Design elevator_scheduler, sky130hd; sources not shown.
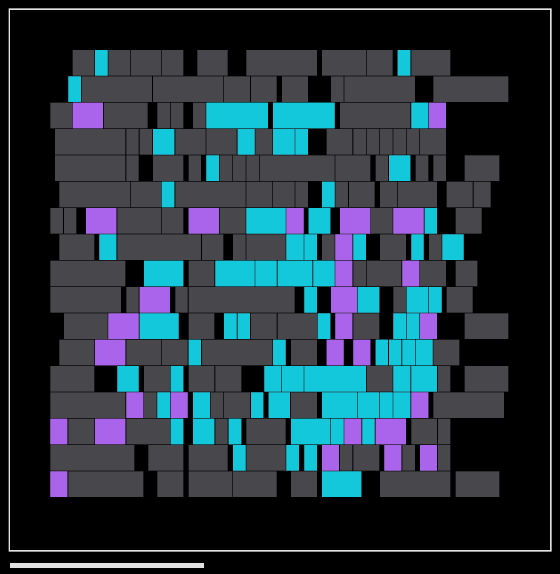
run_1/logic_types.png
The bar under the picture is 20 um long.
inverting AOI/OAI gates -> purple  # cells 29
NAND gates -> cyan  # cells 69
Layout Cells excl Fill: 260
most frequent logic cell in the layout: sky130_fd_sc_hd__nand2_1
Comb area share: 46.4%

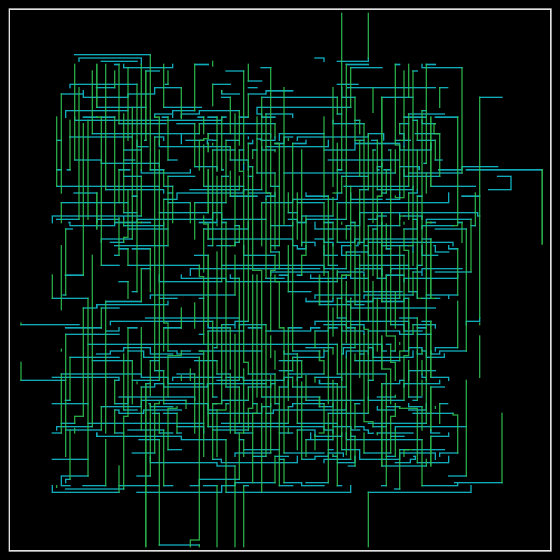
run_1/wires.png
Two of the layers only.
metal 1 -> cyan  # wire length 1670 um
metal 2 -> green  # wire length 2100 um
global router's overall resource usage: 21.4%
average detailed-routed wire length per instance: 15.8 um
routed via count: 1455

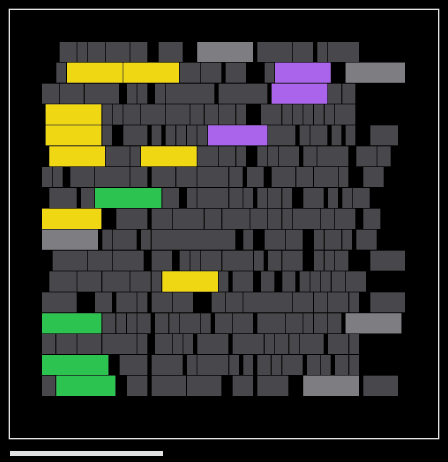
run_1/flops_by_reg.png
The bar under the picture is 20 um long. Other sequential cells in the stronger gray, the rest of the logic in the fainter gray.
`pending` -> green  # sequential cells 4, where south-west
`state` -> purple  # sequential cells 3
`timer` -> yellow  # sequential cells 8
final core occ: 85.2%
sequential standard cell area: 414 um^2
fraction of area in registers: 22.2%

==> Implementation_results.wiki, run 1 <==
== Metrics ==
{| class="wikitable"
! Metric !! Value
|-
| Max Freq || 607 MHz
|-
| Half-perimeter wire length of the detailed placement result || 2340 um
|-
| Worst-margin pin slew || 0.291 ns
|-
| Proportion of netlist area held by the largest area contributor || 33.1%
|-
| Clock latency on the worst-skew pair || 0.32 ns
|-
| Type of the worst setup path || input pin to register
|-
| Number of DRC violations after detailed routing || 0
|-
| Number of flip-flops in the largest register || 8
|-
| Post-synthesis cell type with the largest instance count || sky130_fd_sc_hd__nand2_1
|-
| Unrepaired setup endpoints after global routing || true
|-
| Layout area overhead || 54.2%
|-
| Count of inserted antenna diode cells || 0
|-
| Status || finished, final reports clean
|-
| Final period utilization || 97.0%
|-
| Post-layout power || 1.47 mW
|-
| Final design area excluding fillers || 1870 um^2
|-
| CTS tree || done
|-
| Total of flip-flops plus latches after synthesis || 20
|-
| Wire length of the first global-routing pass || 5570 um
|-
| TritonRoute pass-1 iters || 5
|-
| Overall chip area || 3110 um^2
|-
| Sequential element share of the synthesized area || 33.1%
|-
| H-tree depth || 1
|-
| Port Buf Inserts || 17
|-
| Clock tree buffer depth || 2
|-
| Crit path max fanout || 6
|-
| Leakage power || 1.03 nW
|-
| Via count of the first global-routing pass || 1305
|-
| Worst IR Drop VDD || 0.809 mV
|-
| Clock net sink count || 20
|-
| DRT antenna net count || 0
|-
| Initial core utilization || 55.2%
|-
| Yosys Instances || 184
|-
| Cells on worst reg2reg path || 10
|-
| Largest net degree at the start of global routing || 13
|-
| Synthesized instance count || 184
|-
| Post-synth tally of flip-flops with integrated enable || 0
|-
| Top flip-flop cell by instance count after synthesis || sky130_fd_sc_hd__dfxtp_1
|}
run 1: layer usage:
layer	share of wire [%]	up-vias	GRT usage (%)	wire (um)
li1	-	689	-	-
met1	41	677	27.4	1670
met2	51	77	36.0	2100
met3	6.1	12	3.71	253
met4	2.2	0	7.64	91
met5	0	-	0	0
run 1: final cells by class:
type | count | area (um^2)
tap | 28 | 35.0
clock inverter | 1 | 30.0
sequential | 20 | 414
clock buffer | 3 | 22.5
fill | 119 | 325
inverter | 22 | 85.1
timing repair buffer | 46 | 413
multi-input combinational | 140 | 866
run 1: logic make-up (layout without fill, tap and decap cells):
logic type / after synthesis / count (layout) / share of synthesized area (%)
buf+inv: 24 / 72 / 8.69
flops: 20 / 20 / 33.1
fa+ha+maj: 2 / 2 / 2.07
simple gates: 103 / 103 / 39.3
xor+xnor: 6 / 6 / 4.34
compound gates: 29 / 29 / 12.5
run 1: worst max-delay path: stages:
cell and delay [ns]:
sky130_fd_sc_hd__clkbuf_4 0.16, sky130_fd_sc_hd__buf_4 0.16, sky130_fd_sc_hd__nand3_1 0.12, sky130_fd_sc_hd__nand2_2 0.08, sky130_fd_sc_hd__nor2_4 0.18, sky130_fd_sc_hd__nand2_2 0.09, sky130_fd_sc_hd__a21oi_2 0.14, sky130_fd_sc_hd__nand2_2 0.09
sky130_fd_sc_hd__buf_4 0.15, sky130_fd_sc_hd__nand3_4 0.10, sky130_fd_sc_hd__nand2_4 0.08, sky130_fd_sc_hd__a21oi_2 0.13
run 1: power breakdown:
part / internal, mW / leakage, nW / total, mW / switching (mW)
clock: 0.239 / 0.0279 / 0.413 / 0.174
combinational: 0.236 / 0.834 / 0.532 / 0.296
sequential: 0.497 / 0.166 / 0.526 / 0.0299
total: 0.971 / 1.03 / 1.47 / 0.500
## Run 2: what changed since run 1
--- a/config.mk
+++ b/config.mk
@@ -11,8 +11,6 @@
 export CORE_UTILIZATION = 53
 export DETAILED_ROUTE_END_ITERATION = 6
 export PLACE_DENSITY = 0.78
-export SETUP_SLACK_MARGIN = 0.15
-export SKIP_CTS_REPAIR_TIMING = 1
 export SLEW_MARGIN = 15
 export SYNTH_ARGS = -nofsm -noshare
 export SYNTH_HDL_FRONTEND = slang
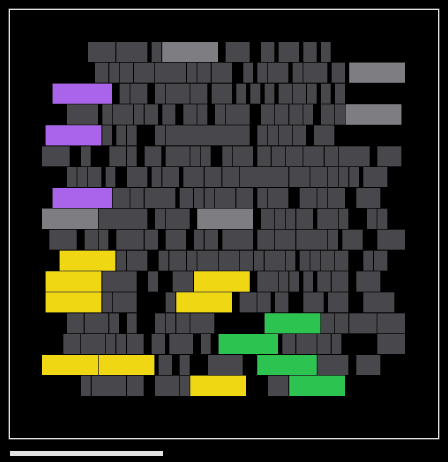
run_2/flops_by_reg.png
The bar under the picture is 20 um long. Other sequential cells in the stronger gray, the rest of the logic in the fainter gray.
`state` -> purple  # sequential cells 3
`pending` -> green  # sequential cells 4
`timer` -> yellow  # sequential cells 8
not colored = 5
final core occ: 78.3%
sequential standard cell area: 405 um^2
fraction of area in registers: 23.6%

==> run 2 against run 1 <==
Net effect:
- worst setup slack worse by 0.010 ns
- cell area down 8.0%
- clock skew up 0.011 ns
- critical path depth down 11
- wire length down 22%
- first-iteration DRC count down 13%
- die size unchanged
- clock-buffer cell count unchanged
- maximum frequency down 0.61%
- non-clock buffer count down 4
- largest cell class unchanged
- via count down 7.3%
==> Implementation_results.wiki, run 2 <==
== Metrics ==
{| class="wikitable"
! Metric !! Value
|-
| Status || finished, final reports clean
|-
| Wire length of the first global-routing pass || 5530 um (-0.63%)
|-
| Initial core utilization || 55.2% (unchanged)
|-
| Average detailed-routed wire length per instance || 12.6 um (-20%)
|-
| Slowest cell on the critical path || sky130_fd_sc_hd__clkdlybuf4s50_1
|-
| Critical path buffers and inverters || 1 (-2)
|-
| Max Freq || 603 MHz (-0.61%)
|-
| Final design area excluding fillers || 1720 um^2 (-8.0%)
|-
| Unrepaired setup endpoints after global routing || true
|-
| Worst-margin pin slew || 0.253 ns (-0.0384 ns)
|-
| Leakage power || 0.890 nW (-13%)
|-
| Crit path max fanout || 1 (-5)
|-
| Number of DRC violations after detailed routing || 0 (unchanged)
|-
| Count of inserted antenna diode cells || 0 (unchanged)
|-
| Proportion of netlist area held by the largest area contributor || 33.1% (unchanged)
|-
| Overall chip area || 3110 um^2 (unchanged)
|-
| Most frequent logic cell in the layout || sky130_fd_sc_hd__nand2_1
|-
| Type of the worst setup path || register to primary output
|-
| Delay contributed by the slowest stage of the critical path || 0.60 ns (+0.42 ns)
|-
| Post-synth tally of flip-flops with integrated enable || 0 (unchanged)
|-
| DRT antenna net count || 0 (unchanged)
|-
| Worst IR Drop VDD || 0.659 mV (-19%)
|}
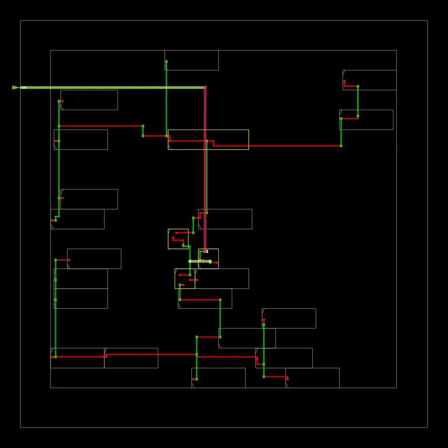
run_2/clocks.png
clock buffer count: 3
sequential cell count of the final layout: 20
clock latency on the worst-skew pair: 0.30 ns

-- run 2: metrics by stage --
| step | hold slack, ns | setup WS [ns] | TNS [ns] | util, % | cells |
|---|---|---|---|---|---|
| finish | 0.453 | 0.0413 | 0 | 78.3 | 256 |
| global route | 0.474 | -0.0401 | -0.248 | 78.3 | 256 |
| CTS | 0.458 | 0.00594 | 0 | 75.0 | 255 |
| detailed placement | 0.445 | -0.658 | -11.25 | 70.8 | 248 |
| global placement | 0.419 | -0.629 | -10.75 | 70.8 | 248 |
| floorplan | 0.407 | 0.0905 | 0 | - | 184 |
-- run 2: area by class of cell --
class | instances | area [um^2] | share of cell area (%)
Clock inverter | 1 | 30.0 | 1.75
Timing Repair Buffer | 42 | 353 | 20.6
Multi-Input combinational cell | 140 | 785 | 45.7
Clock buffer | 3 | 22.5 | 1.31
Tap cell | 28 | 35.0 | 2.04
Sequential cell | 20 | 405 | 23.6
Inverter | 22 | 85.1 | 4.96
-- run 2: layer usage --
layer  global-route usage, %  share of wire [%]  up-vias  wire length [um]
met5                       0                  0        -                 0
met1                    25.8                 41      616              1340
li1                        -                  -      677                 -
met4                    5.21                1.7        0                56
met3                    3.71                5.9        6               191
met2                    39.0                 51       50              1640
-- run 2: report_power, final --
part / switching [mW] / total, mW / leakage, nW / internal [mW]
Clock: 0.152 / 0.390 / 0.0279 / 0.238
Sequential: 0.0291 / 0.526 / 0.165 / 0.496
Combinational: 0.245 / 0.430 / 0.697 / 0.185
-- run 2: kinds of logic (layout without fill, tap and decap cells) --
kind of cell               after synthesis  count (layout)  share of synthesized area [%]
and+or+nand+nor                        103             103                           39.3
AOI/OAI and AO/OA                       29              29                           12.5
buffers and inverters                   24              68                           8.69
DFF                                     20              20                           33.1
xor gates and xnor gates                 6               6                           4.34
adders and majority gates                2               2                           2.07
Power is estimated from default activity; no workload was simulated.
